===== config.mk =====
export PLATFORM = sky130hd
export DESIGN_NAME = ex_mult_div_unit
export DESIGN_NICKNAME = d
export VERILOG_FILES = /design/src/rtl/ex_mult_div_unit.sv
export SDC_FILE = /design/constraint.sdc
export NUM_CORES = 1
export LEC_CHECK = 0
export CORE_AREA = 2 2 174 176
export CTS_CLUSTER_SIZE = 40
export DETAILED_ROUTE_END_ITERATION = 7
export DIE_AREA = 0 0 176 178
export GPL_TIMING_DRIVEN = 1
export PLACE_DENSITY = 0.84
export SLEW_MARGIN = 20
export SYNTH_ARGS = -nofsm -noshare
export SYNTH_HDL_FRONTEND = slang
export SYNTH_SLANG_ARGS = --single-unit
export TNS_END_PERCENT = 50

===== constraint.sdc =====
create_clock -name clk -period 3.8 [get_ports clk]
set_clock_uncertainty 0.05 [all_clocks]
set_input_delay 0.76 -clock clk [delete_from_list [all_inputs] [get_ports clk]]
set_output_delay 0.76 -clock clk [all_outputs]
set_load 0.1 [all_outputs]

===== src/rtl/ex_mult_div_unit.sv =====
// EX-stage iterative multiply/divide unit with HI/LO registers.
// Radix-2 shift-add multiply, restoring divide, sign fix on commit.
module ex_mult_div_unit #(
  parameter int WIDTH = 32,
  parameter int CNT_W = 6
) (
  input  logic             clk,
  input  logic             rst_n,
  input  logic             start,
  input  logic [1:0]       op,
  input  logic [WIDTH-1:0] busAEx,
  input  logic [WIDTH-1:0] busBEx,
  input  logic             flush,
  input  logic             hiWrite,
  input  logic             loWrite,
  input  logic [WIDTH-1:0] wrData,
  output logic             busy,
  output logic             done,
  output logic             divByZero,
  output logic [WIDTH-1:0] hi,
  output logic [WIDTH-1:0] lo
);

  localparam logic [1:0] S_IDLE = 2'd0;
  localparam logic [1:0] S_CALC = 2'd1;
  localparam logic [1:0] S_FIX  = 2'd2;

  logic [1:0]         state;
  logic               is_div_q;
  logic               neg_a;
  logic               neg_b;
  logic               dz;
  logic [2*WIDTH-1:0] acc;
  logic [WIDTH-1:0]   mb;
  logic [CNT_W-1:0]   cnt;

  logic               sgn;
  logic               b_zero;
  logic [WIDTH-1:0]   a_abs;
  logic [WIDTH-1:0]   b_abs;
  logic [WIDTH:0]     madd;
  logic [WIDTH:0]     rsh;
  logic [WIDTH:0]     rsub;
  logic               qbit;
  logic [2*WIDTH-1:0] mul_nxt;
  logic [2*WIDTH-1:0] div_nxt;
  logic [2*WIDTH-1:0] prod;
  logic [WIDTH-1:0]   quot;
  logic [WIDTH-1:0]   rem;

  assign busy   = (state != S_IDLE);
  assign sgn    = ~op[0];
  assign b_zero = (busBEx == '0);
  assign a_abs  = (sgn && busAEx[WIDTH-1]) ? -busAEx : busAEx;
  assign b_abs  = (sgn && busBEx[WIDTH-1]) ? -busBEx : busBEx;

  // acc = {partial product, remaining multiplier bits}
  assign madd    = {1'b0, acc[2*WIDTH-1:WIDTH]}
                 + {1'b0, (acc[0] ? mb : '0)};
  assign mul_nxt = {madd, acc[WIDTH-1:1]};

  // acc = {partial remainder, dividend bits then quotient bits}
  assign rsh     = {acc[2*WIDTH-1:WIDTH], acc[WIDTH-1]};
  assign rsub    = rsh - {1'b0, mb};
  assign qbit    = ~rsub[WIDTH];
  assign div_nxt = {(qbit ? rsub[WIDTH-1:0] : rsh[WIDTH-1:0]),
                    acc[WIDTH-2:0], qbit};

  assign prod = (neg_a ^ neg_b) ? -acc : acc;
  assign quot = (neg_a ^ neg_b) ? -acc[WIDTH-1:0] : acc[WIDTH-1:0];
  assign rem  = neg_a ? -acc[2*WIDTH-1:WIDTH] : acc[2*WIDTH-1:WIDTH];

  always_ff @(posedge clk or negedge rst_n) begin
    if (!rst_n) begin
      state     <= S_IDLE;
      is_div_q  <= 1'b0;
      neg_a     <= 1'b0;
      neg_b     <= 1'b0;
      dz        <= 1'b0;
      acc       <= '0;
      mb        <= '0;
      cnt       <= '0;
      done      <= 1'b0;
      divByZero <= 1'b0;
      hi        <= '0;
      lo        <= '0;
    end else begin
      done      <= 1'b0;
      divByZero <= 1'b0;
      unique case (state)
        S_IDLE: begin
          if (hiWrite) hi <= wrData;
          if (loWrite) lo <= wrData;
          if (start && !flush) begin
            is_div_q <= op[1];
            neg_a    <= sgn & busAEx[WIDTH-1];
            neg_b    <= sgn & busBEx[WIDTH-1];
            acc      <= {{WIDTH{1'b0}}, a_abs};
            mb       <= b_abs;
            cnt      <= '0;
            dz       <= op[1] & b_zero;
            state    <= (op[1] && b_zero) ? S_FIX : S_CALC;
          end
        end
        S_CALC: begin
          if (flush) begin
            state <= S_IDLE;
          end else begin
            acc <= is_div_q ? div_nxt : mul_nxt;
            cnt <= cnt + 1'b1;
            if (cnt == CNT_W'(WIDTH - 1)) state <= S_FIX;
          end
        end
        S_FIX: begin
          state <= S_IDLE;
          if (!flush) begin
            done <= 1'b1;
            if (dz) begin
              divByZero <= 1'b1;
            end else if (is_div_q) begin
              hi <= rem;
              lo <= quot;
            end else begin
              {hi, lo} <= prod;
            end
          end
        end
        default: state <= S_IDLE;
      endcase
    end
  end

endmodule


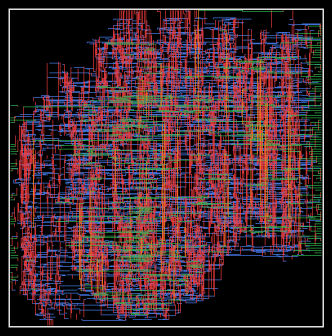
*Wiring by layer*
| colour | layer | wire length |
|---|---|---|
| green | met3 | 4280 microns |
| orange | met4 | 1630 microns |
| blue | met1 | 20.4 mm |
| red | met2 | 21.4 mm |

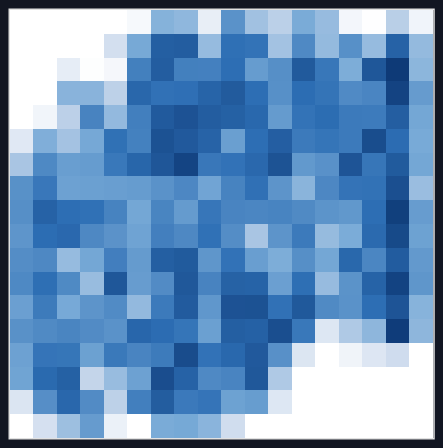
*Local utilization*
The die is cut into 18 by 18 equal tiles; white is low, dark blue is high, 0 to 100% covered.
nearly empty tiles: 12%
tiles over 75% full: 23%
fullest tile: 96%
mean over tiles: 54%

==> flow_metrics.env <==
# yosys + openroad results
export IMPL_outcome="complete, no violations"
export IMPL_ys_seq_share_pct=30.03
export IMPL_grt_max_degree=86
export IMPL_power_frac_comb_pct=67.1
export IMPL_async_flop_share_pct=100.0
export IMPL_p_switching_mw=8.522
export IMPL_grt_util_met2_pct=49.15
export IMPL_cp_start_kind="flop"
export IMPL_power_leakage_nw=7.503
export IMPL_grt_busiest_layer="met2"
export IMPL_mux_area_share_pct=2.822
export IMPL_fin_util_pct=58.86
export IMPL_cp_required_ps=4080
export IMPL_drt_iter0_drc=1590
export IMPL_p_clk_mw=1.78
export IMPL_vias=14760
export IMPL_max_vdd_ir_drop_uv=409.8
export IMPL_syn_avg_cell_area_sq_um=7.765
export IMPL_gr_total_overflow=0
export IMPL_numPortBuffers=170
export IMPL_wl_met1_mm=20.39
export IMPL_netlist_instances=1867
export IMPL_grt_use_met1_pct=41.45
export IMPL_tap_cells=390
export IMPL_ios=171
export IMPL_top_layer_used="met4"
export IMPL_hold_ws_ps=278.8
export IMPL_buffers=229
export IMPL_num_fill_cells=2653
export IMPL_aoi_share_pct=24.39
export IMPL_setup_viol=0
export IMPL_rsz0062_at_grt="false"
export IMPL_cts_setup_buffers=0
export IMPL_post_route_worst_setup_slack_ps=138.1
export IMPL_top_logic_kind="AND-OR/OR-AND gates"
export IMPL_largest_reg_flops=64
export IMPL_synth_top_flop_cell="dfrtp_1"
export IMPL_yosys_cells=1867
export IMPL_ys_top_cells_by_count="254 x nand2_1, 189 x nor2_1, 178 x o21ai_0"
export IMPL_placed_area_sq_um=16720
export IMPL_lay_top_count="nand2_1"
export IMPL_hold_buffers=0
export IMPL_cts_num_sinks=174
export IMPL_grt_pass1_wl_mm=75.30
export IMPL_grt_usage_pct=30.48
